[config.mk]
export PLATFORM = sky130hd
export DESIGN_NAME = pp_result_writer
export DESIGN_NICKNAME = d
export VERILOG_FILES = /design/src/rtl/pp_result_writer.sv
export SDC_FILE = /design/constraint.sdc
export NUM_CORES = 2
export LEC_CHECK = 0
export ABC_AREA = 1
export ABC_CLOCK_PERIOD_IN_PS = 17700
export CORE_MARGIN = 3
export CORE_UTILIZATION = 55
export CTS_CLUSTER_DIAMETER = 30
export CTS_CLUSTER_SIZE = 28
export DETAILED_ROUTE_END_ITERATION = 10
export PLACE_DENSITY = 0.75
export SYNTH_ARGS = -nofsm -noshare
export SYNTH_HDL_FRONTEND = slang
export SYNTH_SLANG_ARGS = --single-unit
[constraint.sdc]
create_clock -name clk -period 17.7 [get_ports clk]
set_input_delay 3.54 -clock clk [delete_from_list [all_inputs] [get_ports clk]]
set_output_delay 3.54 -clock clk [all_outputs]
set_load 0.01 [all_outputs]
[src/rtl/pp_result_writer.sv]
// Result writer for the 32-lane post-process array: buffers each result vector
// in a small FIFO and streams it out as WORD_W-bit SRAM write beats.
module pp_result_writer #(
   parameter int LANES      = 32,
   parameter int WORD_W     = 32,
   parameter int FIFO_DEPTH = 4,
   parameter int ADDR_W     = 16
) (
   input  logic                             clk,
   input  logic                             rst,
   input  logic                             start,
   input  logic [ADDR_W-1:0]                cfg_base_addr,
   input  logic [15:0]                      cfg_num_vec,
   input  logic                             pp_done,
   input  logic [LANES*8-1:0]               pp_result_flat,
   output logic                             mem_wr_en,
   output logic [ADDR_W-1:0]                mem_wr_addr,
   output logic [WORD_W-1:0]                mem_wr_data,
   input  logic                             mem_wr_ready,
   output logic                             busy,
   output logic                             done,
   output logic                             overflow,
   output logic [$clog2(FIFO_DEPTH+1)-1:0]  fifo_level
);
   localparam int VEC_W = LANES * 8;
   localparam int B     = WORD_W / 8;
   localparam int BEATS = LANES / B;
   localparam int BW    = (BEATS > 1) ? $clog2(BEATS) : 1;
   localparam int PW    = $clog2(FIFO_DEPTH);
   localparam int LW    = $clog2(FIFO_DEPTH + 1);

   typedef enum logic [1:0] {S_IDLE, S_RUN, S_DONE} state_t;

   state_t            state_q, state_d;
   logic [ADDR_W-1:0] base_q, base_d;
   logic [15:0]       num_q, num_d, cap_q, cap_d, vec_q, vec_d, drop_q, drop_d;
   logic [BW-1:0]     beat_q, beat_d;
   logic [PW-1:0]     wr_ptr_q, wr_ptr_d, rd_ptr_q, rd_ptr_d;
   logic [LW-1:0]     level_q, level_d;
   logic              ovf_q, ovf_d;
   logic              en_q, en_d;
   logic [ADDR_W-1:0] addr_q, addr_d;
   logic [WORD_W-1:0] data_q, data_d;
   logic [VEC_W-1:0]  mem_q [FIFO_DEPTH];
   logic [VEC_W-1:0]  head_d;
   logic              fire, pop, full, push_req, push;

   always_comb begin
      state_d  = state_q;
      base_d   = base_q;
      num_d    = num_q;
      cap_d    = cap_q;
      vec_d    = vec_q;
      drop_d   = drop_q;
      beat_d   = beat_q;
      ovf_d    = ovf_q;
      wr_ptr_d = wr_ptr_q;
      rd_ptr_d = rd_ptr_q;

      fire     = en_q && mem_wr_ready;
      pop      = fire && (beat_q == BW'(BEATS - 1));
      full     = (level_q == LW'(FIFO_DEPTH));
      push_req = (state_q == S_RUN) && pp_done && (cap_q < num_q);
      // A full FIFO still accepts a vector if the head leaves on the same edge.
      push     = push_req && (!full || pop);

      case (state_q)
         S_IDLE: begin
            if (start) begin
               base_d  = cfg_base_addr;
               num_d   = cfg_num_vec;
               ovf_d   = 1'b0;
               cap_d   = '0;
               vec_d   = '0;
               drop_d  = '0;
               beat_d  = '0;
               state_d = (cfg_num_vec == 16'd0) ? S_DONE : S_RUN;
            end
         end
         S_RUN: begin
            if (push_req) begin
               cap_d = cap_q + 16'd1;
               if (!push) begin
                  drop_d = drop_q + 16'd1;
                  ovf_d  = 1'b1;
               end
            end
            if (pop) begin
               beat_d = '0;
               vec_d  = vec_q + 16'd1;
            end else if (fire) begin
               beat_d = beat_q + BW'(1);
            end
            // Written plus dropped covers every capture only once the FIFO has drained.
            if (17'(vec_d) + 17'(drop_d) == 17'(num_q)) state_d = S_DONE;
         end
         S_DONE:  state_d = S_IDLE;
         default: state_d = S_IDLE;
      endcase

      if (push) wr_ptr_d = wr_ptr_q + PW'(1);
      if (pop)  rd_ptr_d = rd_ptr_q + PW'(1);
      level_d = level_q + LW'(push) - LW'(pop);

      // Outputs are registered from next-state values so a capture into an empty
      // FIFO shows up on the bus the very next cycle.
      head_d = (push && (wr_ptr_q == rd_ptr_d)) ? pp_result_flat : mem_q[rd_ptr_d];
      en_d   = (state_d == S_RUN) && (level_d != '0);
      addr_d = base_d + ADDR_W'(vec_d) * ADDR_W'(BEATS) + ADDR_W'(beat_d);
      data_d = head_d[beat_d*WORD_W +: WORD_W];
   end

   always_ff @(posedge clk) begin
      if (rst) begin
         state_q  <= S_IDLE;
         base_q   <= '0;
         num_q    <= '0;
         cap_q    <= '0;
         vec_q    <= '0;
         drop_q   <= '0;
         beat_q   <= '0;
         ovf_q    <= 1'b0;
         wr_ptr_q <= '0;
         rd_ptr_q <= '0;
         level_q  <= '0;
         en_q     <= 1'b0;
         addr_q   <= '0;
         data_q   <= '0;
      end else begin
         state_q  <= state_d;
         base_q   <= base_d;
         num_q    <= num_d;
         cap_q    <= cap_d;
         vec_q    <= vec_d;
         drop_q   <= drop_d;
         beat_q   <= beat_d;
         ovf_q    <= ovf_d;
         wr_ptr_q <= wr_ptr_d;
         rd_ptr_q <= rd_ptr_d;
         level_q  <= level_d;
         en_q     <= en_d;
         addr_q   <= addr_d;
         data_q   <= data_d;
      end
   end

   always_ff @(posedge clk) begin
      if (push) mem_q[wr_ptr_q] <= pp_result_flat;
   end

   assign mem_wr_en   = en_q;
   assign mem_wr_addr = addr_q;
   assign mem_wr_data = data_q;
   assign busy        = (state_q == S_RUN);
   assign done        = (state_q == S_DONE);
   assign overflow    = ovf_q;
   assign fifo_level  = level_q;
endmodule

Figure 1. Track usage over the die.
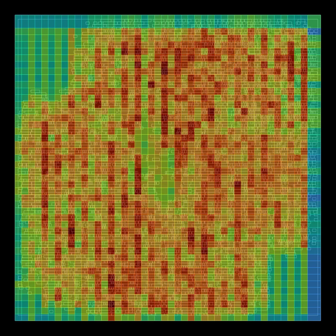
total global routing track utilization: 30.53%
met3 Usage GRT: 7.657%
global routing met2 resource utilization: 47.87%
Post-Route Utilization: 68.44%
most congested layer reported by global routing: met2

Figure 2. Clock distribution.
Bar = 100 um.
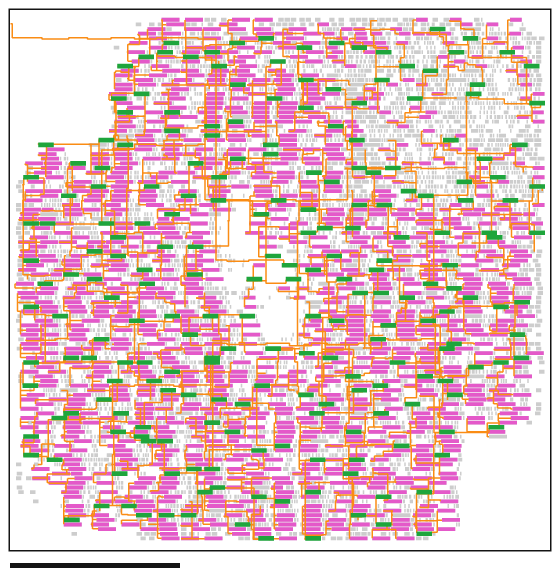
legend:
  flip-flops:
    colour: magenta
    count: 1166
  clock wires:
    colour: orange
    length: 14800 um
  clock drivers:
    colour: green
    count: 221
flops lie: spread over the die
routed clock nets: 222
Layout Skew: 0.05693 ns
clock insertion delay at the later pin of the skew report: 0.82 ns
portion of total power attributed to the clock network: 55.3%

Figure 3. The metal 4 layer.
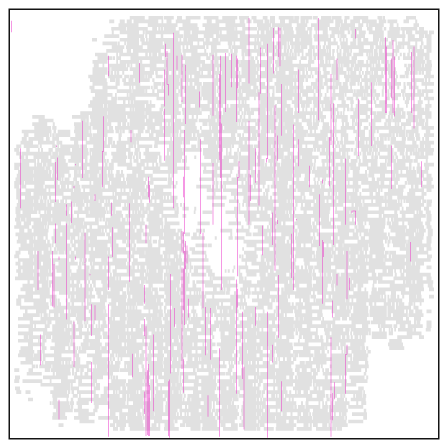
main direction: vertical
longest straight run: 130 um
wire length on this layer: 5410 um
share of all routed wire: 3.5%
nets with wire on the layer: 97
via count: 41310
wire length reported by the detailed router: 155000 um

Figure 4. Pin placement.
Pins as bars across the die edge, other pins in grey.
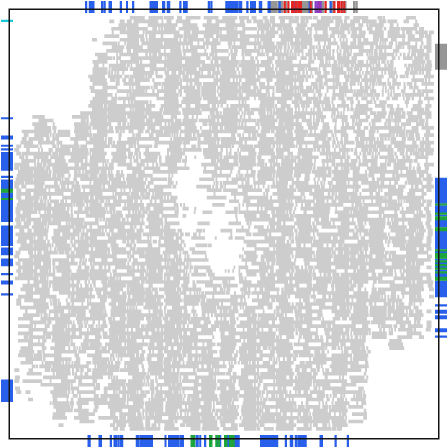
legend:
  `clk`:
    colour: cyan
    pins: 1
    direction: input
    edge: left
  `mem_wr_data`:
    colour: green
    pins: 32
    direction: output
    edge: 16 right, 13 bottom, 3 left
  `pp_result_flat`:
    colour: blue
    pins: 256
    direction: input
    edge: 75 bottom, 71 left, 57 right, 53 top
  `mem_wr_addr`:
    colour: red
    pins: 16
    direction: output
    edge: top
  `fifo_level`:
    colour: purple
    pins: 3
    direction: output
    edge: top
all pins by edge: 98 top, 88 bottom, 87 right, 75 left

==> Changelog: implementation <==
### Metrics

- Power drawn by the combinational cells: 0.000452 W
- Switching component of the power: 0.001812 W
- RSZ-0062 raised after global routing: no
- Width of the chip: 317.2 um
- Count of mapped cells out of synthesis: 5394
- Overall power: 0.007923 W
- Max Clock Freq: 125.7 MHz
- Leading power group: clock
- Post-synth tally of flip-flops with integrated enable: 1024
- Worst Setup Slack post-DPL: 9.131 ns
- Worst-path clk slew: 0.05 ns
- Post-Synthesis Mean Instance Area: 9.874 sq um
- Slew of the pin with the lowest slew margin: 1.260 ns
- Largest fanout on the critical path: 176
- Most used standard cells in the synthesized netlist: sky130_fd_sc_hd__nand2_1 (1803), sky130_fd_sc_hd__edfxtp_1 (1024), sky130_fd_sc_hd__nand3_1 (625), sky130_fd_sc_hd__nor2_1 (319), sky130_fd_sc_hd__inv_1 (268)
- Chip area line of the yosys report: 53260 sq um
- Fraction of layout cells with a size suffix above 1: 9.728%
- Antenna violations before repair: 45
- IO buf count: 347
- Run status: complete, no violations
- Fin worst setup slack: 9.747 ns
- Synthesized-area fraction occupied by adder cells: 1.452%
- Switching portion of total power: 22.87%
- Sequential cell fraction of total power: 39.0%
- Cell taking the most area after synthesis: sky130_fd_sc_hd__edfxtp_1
- H-Tree Level Count: 4
- HPWL reported at the end of detailed placement: 89910 um
- Fill cell total of the finished layout: 6861
- Wl on met1: 60900 um
- Final nets: 6046
- Cts repair resizes: 0
- Flop2flop setup slack: 12.47 ns
- Vertical die dimension: 317.2 um
- Buffers inserted by post-CTS timing repair: 0
- Xor/xnor share: 0.7494%
==> routing by layer <==
metal  vias to the layer above  GRT usage (%)
li1                      19110              -
met4                        20          13.45
met3                       339          7.657
met5                         -              0
met1                     19830          40.53
met2                      2017          47.87
==> cell type report <==
class                      instances  area (sq um)  area share, %
sequential                      1166         33590          51.36
multi-input combinational       3617         17100          26.13
clock buffer                     243          5693          8.703
timing repair buffer             394          3934          6.014
clock inverter                   177          2290          3.500
tap                             1265          1583          2.420
inverter                         293          1115          1.704
antenna                           44         110.1         0.1683
==> flip-flops by register name, indices dropped and copies added, names as in the netlist, 16 cells and up <==
register     count
base_q          16
cap_q           16
drop_q          16
mem_q         1024
mem_wr_addr     16
mem_wr_data     32
num_q           16
vec_q           16
Power figures rest on the tool's default switching activity, not on a simulated workload.
